Fig. 1: clock wires, drivers and flops
Bar = 20 µm.
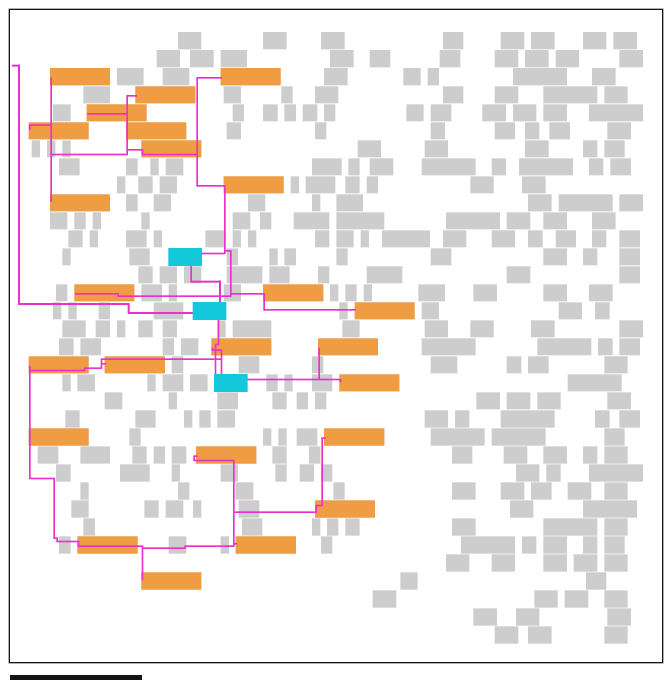
Fig. 2: signal wires by layer
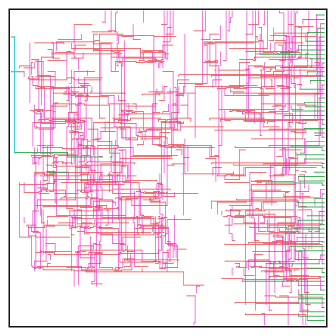
Fig. 3: placement view
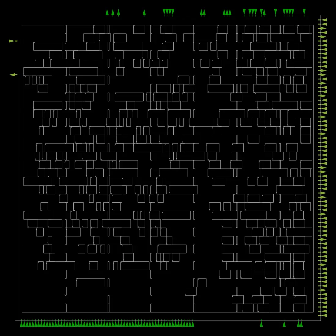
Fig. 4: pin map
Pins as bars across the die edge, other pins in gray.
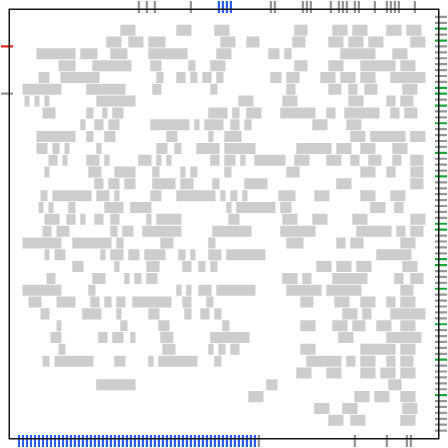
===== src/rtl/wb_region_fabric_if.sv =====
// wb_region_fabric_if: Wishbone master-side and slave-side signals of the region fabric
interface wb_region_fabric_if #(
    parameter int NSLV = 4,
    parameter int AW   = 64,
    parameter int DW   = 16
);
    logic [AW-1:0]      m_adr_i;
    logic               m_cyc_i;
    logic               m_stb_i;
    logic [DW-1:0]      m_dat_o;
    logic               m_ack_o;
    logic               m_err_o;
    logic [NSLV-1:0]    s_stb_o;
    logic [NSLV-1:0]    s_ack_i;
    logic [NSLV*DW-1:0] s_dat_i;
    modport master (
        output m_adr_i, m_cyc_i, m_stb_i, s_ack_i, s_dat_i,
        input  m_dat_o, m_ack_o, m_err_o, s_stb_o
    );
    modport slave (
        input  m_adr_i, m_cyc_i, m_stb_i, s_ack_i, s_dat_i,
        output m_dat_o, m_ack_o, m_err_o, s_stb_o
    );
endinterface


===== src/rtl/wb_region_fabric.sv =====
// wb_region_fabric: region decode, ack/data mux and bus timeout for one Wishbone master.
// Define WB_FABRIC_ERR_EN to terminate holes/timeouts with ERR instead of a zero-data ACK.
module wb_region_fabric #(
    parameter int                 NSLV = 4,
    parameter int                 AW   = 64,
    parameter int                 DW   = 16,
    parameter int                 RLSB = 20,
    parameter int                 RW   = 4,
    parameter logic [NSLV*RW-1:0] RMAP = {4'hF, 4'h2, 4'h1, 4'h0},
    parameter int                 TMO  = 255
) (
    input  logic              clk_i,
    input  logic              reset_ni,
    wb_region_fabric_if.slave bus,
    output logic              fault_o,
    output logic [RW-1:0]     fault_reg_o
);
    localparam int IW = NSLV > 1 ? $clog2(NSLV) : 1;
    typedef enum logic [1:0] {IDLE, WAIT, TERM} state_t;
    state_t          state, state_d;
    logic [15:0]     cnt, cnt_d;
    logic [IW-1:0]   idx, idx_d, hit_idx;
    logic [RW-1:0]   region, freg_d;
    logic            hit, req, ack, err, fault;
    logic [NSLV-1:0] stb;
    logic [DW-1:0]   dat;
    logic            unused_adr;
    assign region     = bus.m_adr_i[RLSB+:RW];
    assign req        = bus.m_cyc_i & bus.m_stb_i;
    assign unused_adr = ^bus.m_adr_i;
    // Scan downward so the lowest matching slot is the one left standing
    always_comb begin
        hit     = 1'b0;
        hit_idx = '0;
        for (int k = NSLV - 1; k >= 0; k--) begin
            if (region == RMAP[k*RW+:RW]) begin
                hit     = 1'b1;
                hit_idx = IW'(k);
            end
        end
    end
    always_ff @(posedge clk_i or negedge reset_ni) begin
        if (!reset_ni) begin
            state       <= IDLE;
            cnt         <= '0;
            idx         <= '0;
            fault_reg_o <= '0;
        end else begin
            state       <= state_d;
            cnt         <= cnt_d;
            idx         <= idx_d;
            fault_reg_o <= freg_d;
        end
    end
    always_comb begin
        state_d = state;
        cnt_d   = cnt;
        idx_d   = idx;
        freg_d  = fault_reg_o;
        stb     = '0;
        ack     = 1'b0;
        err     = 1'b0;
        dat     = '0;
        fault   = 1'b0;
        case (state)
            IDLE: if (req) begin
                cnt_d   = '0;
                idx_d   = hit_idx;
                state_d = hit ? WAIT : TERM;
                freg_d  = hit ? fault_reg_o : region;
            end
            WAIT: begin
                stb[idx] = req;
                if (!req) state_d = IDLE;
                else if (bus.s_ack_i[idx]) begin
                    ack     = 1'b1;
                    dat     = bus.s_dat_i[idx*DW+:DW];
                    state_d = IDLE;
                end else if (cnt == 16'(TMO - 1)) begin
                    state_d = TERM;
                    freg_d  = region;
                end else cnt_d = (cnt == 16'hFFFF) ? cnt : cnt + 16'd1;
            end
            TERM: begin
                fault   = 1'b1;
                state_d = IDLE;
`ifdef WB_FABRIC_ERR_EN
                err     = 1'b1;
`else
                ack     = 1'b1;
`endif
            end
            default: state_d = IDLE;
        endcase
    end
    assign bus.s_stb_o = stb;
    assign bus.m_ack_o = ack;
    assign bus.m_err_o = err;
    assign bus.m_dat_o = dat;
    assign fault_o     = fault;
endmodule


===== src/flat_wrapper.sv =====
// flat-port wrapper written by rule: the top's interface ports become plain ports
module wb_region_fabric_flat 
#(
    parameter int                 NSLV = 4,
    parameter int                 AW   = 64,
    parameter int                 DW   = 16,
    parameter int                 RLSB = 20,
    parameter int                 RW   = 4,
    parameter logic [NSLV*RW-1:0] RMAP = {4'hF, 4'h2, 4'h1, 4'h0},
    parameter int                 TMO  = 255
)
  (clk_i, reset_ni, fault_o, fault_reg_o, bus_m_adr_i, bus_m_cyc_i, bus_m_stb_i, bus_s_ack_i, bus_s_dat_i, bus_m_dat_o, bus_m_ack_o, bus_m_err_o, bus_s_stb_o);
  wb_region_fabric_if #(.NSLV(NSLV), .AW(AW), .DW(DW)) bus_i ();
  input  logic clk_i;
  input  logic reset_ni;
  output logic fault_o;
  output logic [RW-1:0] fault_reg_o;
  input wire logic [$bits(bus_i.m_adr_i)-1:0] bus_m_adr_i;
  input wire logic [$bits(bus_i.m_cyc_i)-1:0] bus_m_cyc_i;
  input wire logic [$bits(bus_i.m_stb_i)-1:0] bus_m_stb_i;
  input wire logic [$bits(bus_i.s_ack_i)-1:0] bus_s_ack_i;
  input wire logic [$bits(bus_i.s_dat_i)-1:0] bus_s_dat_i;
  output wire logic [$bits(bus_i.m_dat_o)-1:0] bus_m_dat_o;
  output wire logic [$bits(bus_i.m_ack_o)-1:0] bus_m_ack_o;
  output wire logic [$bits(bus_i.m_err_o)-1:0] bus_m_err_o;
  output wire logic [$bits(bus_i.s_stb_o)-1:0] bus_s_stb_o;
  assign bus_i.m_adr_i = bus_m_adr_i;
  assign bus_i.m_cyc_i = bus_m_cyc_i;
  assign bus_i.m_stb_i = bus_m_stb_i;
  assign bus_i.s_ack_i = bus_s_ack_i;
  assign bus_i.s_dat_i = bus_s_dat_i;
  assign bus_m_dat_o = bus_i.m_dat_o;
  assign bus_m_ack_o = bus_i.m_ack_o;
  assign bus_m_err_o = bus_i.m_err_o;
  assign bus_s_stb_o = bus_i.s_stb_o;
  wb_region_fabric #(.NSLV(NSLV), .AW(AW), .DW(DW), .RLSB(RLSB), .RW(RW), .RMAP(RMAP), .TMO(TMO)) u_core (.clk_i(clk_i), .reset_ni(reset_ni), .bus(bus_i), .fault_o(fault_o), .fault_reg_o(fault_reg_o));
endmodule

===== config.mk =====
export PLATFORM = sky130hd
export DESIGN_NAME = wb_region_fabric_flat
export DESIGN_NICKNAME = d
export VERILOG_FILES = /design/src/rtl/wb_region_fabric_if.sv /design/src/rtl/wb_region_fabric.sv /design/src/flat_wrapper.sv
export SDC_FILE = /design/constraint.sdc
export NUM_CORES = 1
export LEC_CHECK = 0
export CAP_MARGIN = 20
export CELL_PAD_IN_SITES_DETAIL_PLACEMENT = 1
export CELL_PAD_IN_SITES_GLOBAL_PLACEMENT = 1
export CORE_MARGIN = 2
export CORE_UTILIZATION = 23
export DETAILED_ROUTE_END_ITERATION = 10
export MAX_ROUTING_LAYER = met4
export PLACE_DENSITY_LB_ADDON = 0.1
export SETUP_SLACK_MARGIN = 0.4
export SLEW_MARGIN = 20
export SYNTH_ARGS = -nofsm -noshare
export SYNTH_HDL_FRONTEND = slang
export SYNTH_SLANG_ARGS = --single-unit

===== constraint.sdc =====
create_clock -name clk_i -period 2.8 [get_ports clk_i]
set_input_delay 0.42 -clock clk_i [delete_from_list [all_inputs] [get_ports clk_i]]
set_output_delay 0.42 -clock clk_i [all_outputs]
set_load 0.01 [all_outputs]

==> qor.csv <==
stage,metric,value,unit
status,status,"complete, no violations",
cts,post_cts_buffers,0,
cts,cts_sinks,24,
worst_setup_path,worstReg2RegEnd,u_core.cnt[7]$_DFFE_PN0P_,
route,drc,0,
worst_setup_path,crit_cells,6,
cts,cts_buffer_depth,2,
global_route,grt_pass1_wl,12.8,mm
power,powerDensity,412,nW/µm²
floorplan,initCoreUtil,23.7,%
finish,largest_class,multi-input combinational cells,
route,top_layer_used,met4,
synth,top_cells_by_area,"dfrtp_1, mux4_2, and3_1",
route,postRouteAntennaNets,0,
timing,whs,0.511,ns
route,firstDrtPassIters,4,
finish,n_fill_cell,1005,
floorplan,die_w,98.5,µm
synth,synth-simple-area-share,25.7,%
finish,clkbuf_count,3,
synth,ys_cells,219,
finish,seq_share,18.2,%
finish,logic_gates,170,
finish,mostFrequentLayoutCell,clkdlybuf4s50_1,
finish,drive_gt1_share,13.5,%
timing,final_hold_viol_count,0,
power,power.leakage,1.37,nW
power,p_sw,456,µW
power,p_seq_share,32.6,%
placement,dp.cells,423,
route,met3WireLength,515,µm
worst_setup_path,critical_path.n_buffers_inverters,3,
synth,avgSynthCellArea,9.38,µm²
synth,post_synth_num_cell_types,40,
finish,inverters,9,
global_route,grt_util_met2,25.9,%
synth,yosys.area_share.aoi,15.5,%
-- Fig. 1 (at the start) --
- flip-flops: orange (count 24)
- clock wires: magenta (length 418 µm)
- cells driving clock nets: cyan (count 3)
- routed clock nets: 4

-- Fig. 2 (at the start) --
- met4: cyan (wire length 40.8 µm)
- met2: magenta (wire length 3600 µm)
- met3: green (wire length 516 µm)
- met1: red (wire length 3820 µm)

-- Fig. 3 (at the start) --
core region area: 8680 µm²
Row Count: 34
Final Util: 38.0%
# Taps: 108
flop count: 24

-- Fig. 4 (at the start) --
- clk_i: red (pins 1; direction input; edge west)
- bus_m_adr_i: blue (pins 64; direction input; edge 60 south, 4 north)
- bus_m_dat_o: green (pins 16; direction output; edge east)
- all pins by edge: 71 east, 65 south, 25 north, 2 west

how the worst max path moves through the flow:
stage,start,end,slack (ns)
after floorplan,u_core.state[1]$_DFFE_PN0P_,bus_m_dat_o[10],0.78
after global placement,bus_s_ack_i[3],bus_m_ack_o,0.18
after detailed placement,bus_s_ack_i[3],bus_m_ack_o,0.17
after CTS,bus_s_ack_i[3],bus_m_ack_o,0.38
after global routing,bus_s_ack_i[0],bus_m_ack_o,0.34
final,bus_s_ack_i[3],bus_m_ack_o,0.39
flip-flops by register name, summed over array words and instances (netlist names):
| name | flops |
|---|---|
| u_core.state | 2 |
| u_core.idx | 2 |
| u_core.cnt | 16 |
| u_core.fault_reg_o | 4 |
what timing repair did:
item	in CTS	in global routing
gates cloned	0	0
setup endpoints to repair	21	32
resized	30	6
Power is estimated from default activity; no workload was simulated.
